==> src/rtl/pwm_output_stage.sv <==
`default_nettype none
// pwm_output_stage -- 16 pins, each off / static high / shared 8-bit PWM; duty is double-buffered
// Rev 1.0
module pwm_output_stage #(
  parameter int CLK_DIV = 13
) (
  input  logic        clk,
  input  logic        rst,
  input  logic [7:0]  en_reg_out_7_0,
  input  logic [7:0]  en_reg_out_15_8,
  input  logic [7:0]  en_reg_pwm_7_0,
  input  logic [7:0]  en_reg_pwm_15_8,
  input  logic [7:0]  pwm_duty_cycle,
  output logic [15:0] out,
  output logic        pwm_sync
);

  localparam int PW = (CLK_DIV > 1) ? $clog2(CLK_DIV) : 1;
  localparam logic [PW-1:0] PRE_LAST = PW'(CLK_DIV - 1);

  logic [PW-1:0] pre_q, pre_d;
  logic [7:0]    cnt_q, cnt_d;
  logic [7:0]    duty_q, duty_d;
  logic [15:0]   out_d;
  logic          sync_d;
  logic          tick;
  logic          period_end;
  logic          pwm_raw;
  logic [15:0]   en_out;
  logic [15:0]   en_pwm;

  always_comb begin
    en_out     = {en_reg_out_15_8, en_reg_out_7_0};
    en_pwm     = {en_reg_pwm_15_8, en_reg_pwm_7_0};
    tick       = (pre_q == PRE_LAST);
    period_end = tick && (cnt_q == 8'hFF);
    pre_d      = tick ? '0 : pre_q + PW'(1);
    cnt_d      = tick ? cnt_q + 8'd1 : cnt_q;
    // Shadow only moves at the period boundary so a mid-period write never truncates a pulse
    duty_d     = period_end ? pwm_duty_cycle : duty_q;
    pwm_raw    = (duty_q == 8'hFF) || (cnt_q < duty_q);
    out_d      = en_out & (~en_pwm | {16{pwm_raw}});
    sync_d     = period_end;
  end

  always_ff @(posedge clk or posedge rst) begin
    if (rst) begin
      pre_q    <= '0;
      cnt_q    <= 8'd0;
      duty_q   <= 8'd0;
      out      <= 16'h0000;
      pwm_sync <= 1'b0;
    end else begin
      pre_q    <= pre_d;
      cnt_q    <= cnt_d;
      duty_q   <= duty_d;
      out      <= out_d;
      pwm_sync <= sync_d;
    end
  end

endmodule
`default_nettype wire

==> config.mk <==
export PLATFORM = sky130hd
export DESIGN_NAME = pwm_output_stage
export DESIGN_NICKNAME = d
export VERILOG_FILES = /design/src/rtl/pwm_output_stage.sv
export SDC_FILE = /design/constraint.sdc
export NUM_CORES = 1
export LEC_CHECK = 0
export CAP_MARGIN = 30
export CORE_MARGIN = 2
export CORE_UTILIZATION = 61
export DETAILED_ROUTE_END_ITERATION = 10
export DONT_BUFFER_PORTS = 1
export HOLD_SLACK_MARGIN = 0.08
export PLACE_DENSITY = 0.77
export SKIP_CTS_REPAIR_TIMING = 1
export SYNTH_ARGS = -nofsm -noshare
export SYNTH_HDL_FRONTEND = slang
export SYNTH_SLANG_ARGS = --single-unit
==> constraint.sdc <==
create_clock -name clk -period 2.6 [get_ports clk]
set_clock_uncertainty 0.05 [all_clocks]
set_input_delay 0.39 -clock clk [delete_from_list [all_inputs] [get_ports clk]]
set_output_delay 0.39 -clock clk [all_outputs]
set_load 0.1 [all_outputs]
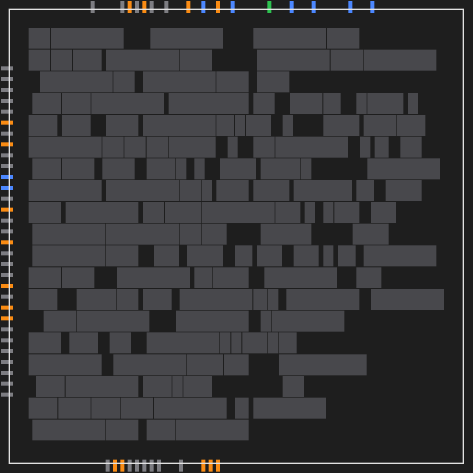
**Above:** pin placement.
(8 px per um) Pins as bars across the die edge, other pins in grey.
Key: green = `pwm_sync` [pins 1, direction output, edge top]; orange = `out` [pins 16, direction output, edge 7 left, 5 bottom, 4 top]; blue = `pwm_duty_cycle` [pins 8, direction input, edge 6 top, 2 left]
All pins by edge: 31 left, 16 top, 12 bottom.
die x size: 56.6 um
Die H: 56.6 um
port buffer count: 0

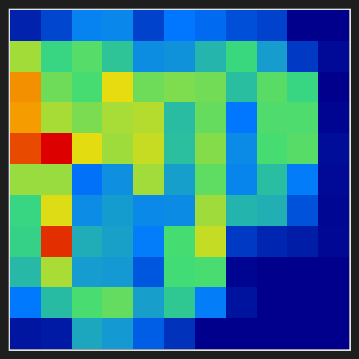
**Above:** routed metal per tile.
(6 px per um) 11 x 11 tiles, from dark blue (low) to red (high), scaled to the fullest tile. Values are wire area over tile area, all layers added.
The densest ninth of the die: middle left. 33% of the tiles are over half the peak. 15% of the tiles are nearly empty. The fullest tile reaches 0.45.

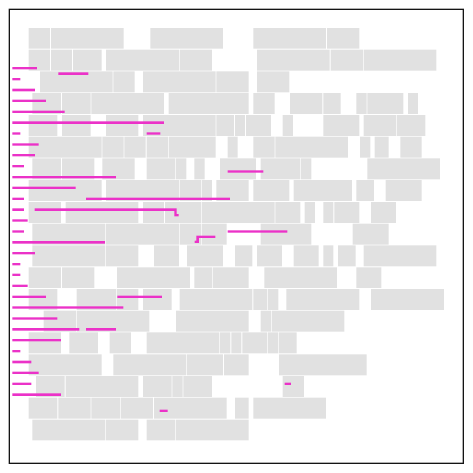
**Above:** M3 wires.
(8 px per um)
35 nets have wire on it. The layer carries 199 um of wire. The wires run mostly horizontal. The layer holds 6.3% of the routed length.

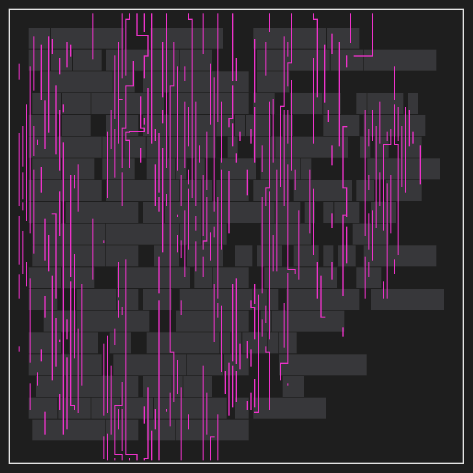
**Above:** the metal 2 layer.
(8 px per um)
The layer holds 49% of the routed length. The wires run mostly vertical. The longest straight run is 36.4 um.
total wire length: 3140 um
Vias: 1019
met2 Use GR: 0.341

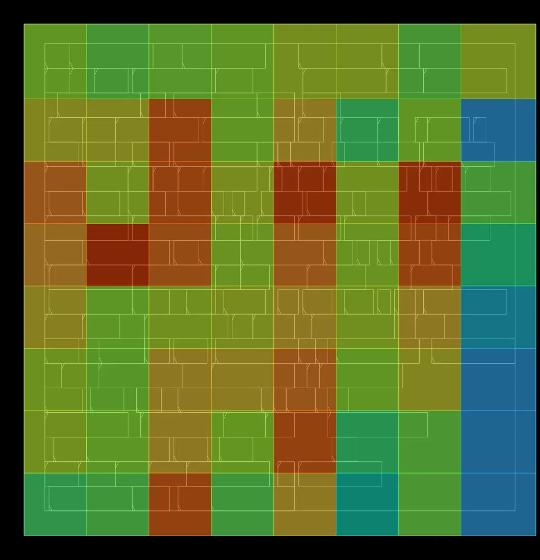
**Above:** track usage over the die.
fin util: 0.734
WL/cell: 17.7 um
GR Util met1: 0.239

==> out/results.ini <==
[grt]
grt.total_usage=0.211
grt_pass1_wl_um=4920
grt_max_degree=23
antenna_found_initial=0
grt_pass1_vias=1083
grt_use_met3=0.0899
busiest_layer=met2

[clocking]
clk_latency_ns=0.36
cts_root_buffer=clkbuf_4
numCtsBuffers=5
cts_tree=built
path_clk_slew_ns=0.12
clock_sinks=37

[sta]
tightest_slew_ns=0.889
clock.fmax_mhz=508
slew_viol_final=0
hold_viol_final=0
rsz0062_at_grt=false
setup_violations=0
hold_slack_ns=0.0992
period_minus_slack_ns=1.97
setup_tns_ns=0
maxSlewHeadroom=0.408

[power]
p_int_w=0.000841
p_sw_frac=0.279
pg_clk_w=0.000433
p_leak_nw=0.900
ir_drop_mv=0.642
p_comb_w=0.0000465
power.total_w=0.00117
pwr-share-clk=0.371
powerDensity_nw_per_um2=592
top_power_group=registers
power_frac_comb=0.040

[final_layout]
flop_area_um2=926
drive_above_1_share=0.252
final_cell_mix=37 x dfrtp_1, 16 x dlygate4sd3_1, 11 x inv_1
seqAreaFraction=0.470
final_cells=178
comb-cell-share=0.356
fillCellCount=178
antenna_cells=0
clock_area_frac=0.0451
layout.nets=198
buf_share=0.0889
lay_top_count=dfrtp_1
clock_buffers=6
flops=37
finalInstanceArea_um2=1970
area_growth_pct=16.8
n_all_inverters=11
logic_gates=73

[logic_synthesis]
synth_area_um2=1690
edf_count=0
ys_sh_simple=0.0853
yosys.area_share.xor_xnor=0.0415
yosys_area_um2=1690
synthTopCellsByCount=37 x dfrtp_1, 11 x inv_1, 10 x a21boi_2, 10 x ha_1, 9 x mux2_2
async_flop_share=1.00
yosys-top-cells-area=dfrtp_1 55%, ha_1 7.4%, a21boi_2 6.7%
netlist.area_leader.share=0.549
postSynthCellCount=123
synthAoiAreaFrac=0.154
synth_flops=37
yosysWarnings=0
syn_nets=175
logic_family=AND-OR/OR-AND gates
ys_seq_frac=0.549
yosys.area.top_type=dfrtp_1
avgSynthCellArea_um2=13.7
synth_cell_types=29

[route]
route.detailed.drc=0
drtPass1Iterations=4
topRoutingLayerUsed=met4
vias_per_cell=5.72
wl_met1_um=1310
wl_met2_um=1560
drt_iter0_markers=22

[setup_path]
crit_fanout=16
cp_num_buf_inv=1
path_cells=ha_1 > a41o_2 > a21oi_1 > o32ai_2 > buf_4 > a21boi_0
critPathLaunchType=flop
slowest_delay_ns=0.46
crit_arrival_ns=2.18
worstSetupEndpointType=flop
cpMaxStageDelayCell=dfrtp_1
ff2ff_setup_slack_ns=0.63

[run]
log.warning_count=27
max_cap_viol_count=0

[placed_design]
hpwlAfterDp_um=2140
dpl_cell_area_um2=1720
dp_cells=154
pre_cts_ws_ns=0.651

[worst_hold_path]
worstHoldPathType=input pin to flop

[die]
core_area_um2=2690
floorplan.core_util=0.628
dieArea_um2=3200
tap-cell-count=31

[outcome]
status=finished clean

[worst paths after layout]
| check | start | end | cells past startpoint |
|---|---|---|---|
| worst max-delay path | cnt_q[5]$_DFFE_PP0P_ | out[4]$_DFF_PP0_ | 6 |
| worst min-delay path | en_reg_pwm_15_8[7] | out[15]$_DFF_PP0_ | 1 |
| worst max register to register | cnt_q[5]$_DFFE_PP0P_ | out[4]$_DFF_PP0_ | 6 |
| worst min register to register | pre_q[3]$_DFF_PP0_ | pre_q[3]$_DFF_PP0_ | 1 |
| max in group asynchronous | rst | pre_q[2]$_DFF_PP0_ | 3 |
| min in group asynchronous | rst | out[5]$_DFF_PP0_ | 2 |
[flip-flops by register name, summed over array words and instances, names as in the netlist]
signal,flops
cnt_q,8
pwm_sync,1
out,16
pre_q,4
duty_q,8
No activity file was given, so power comes from the tool's default toggle rates.
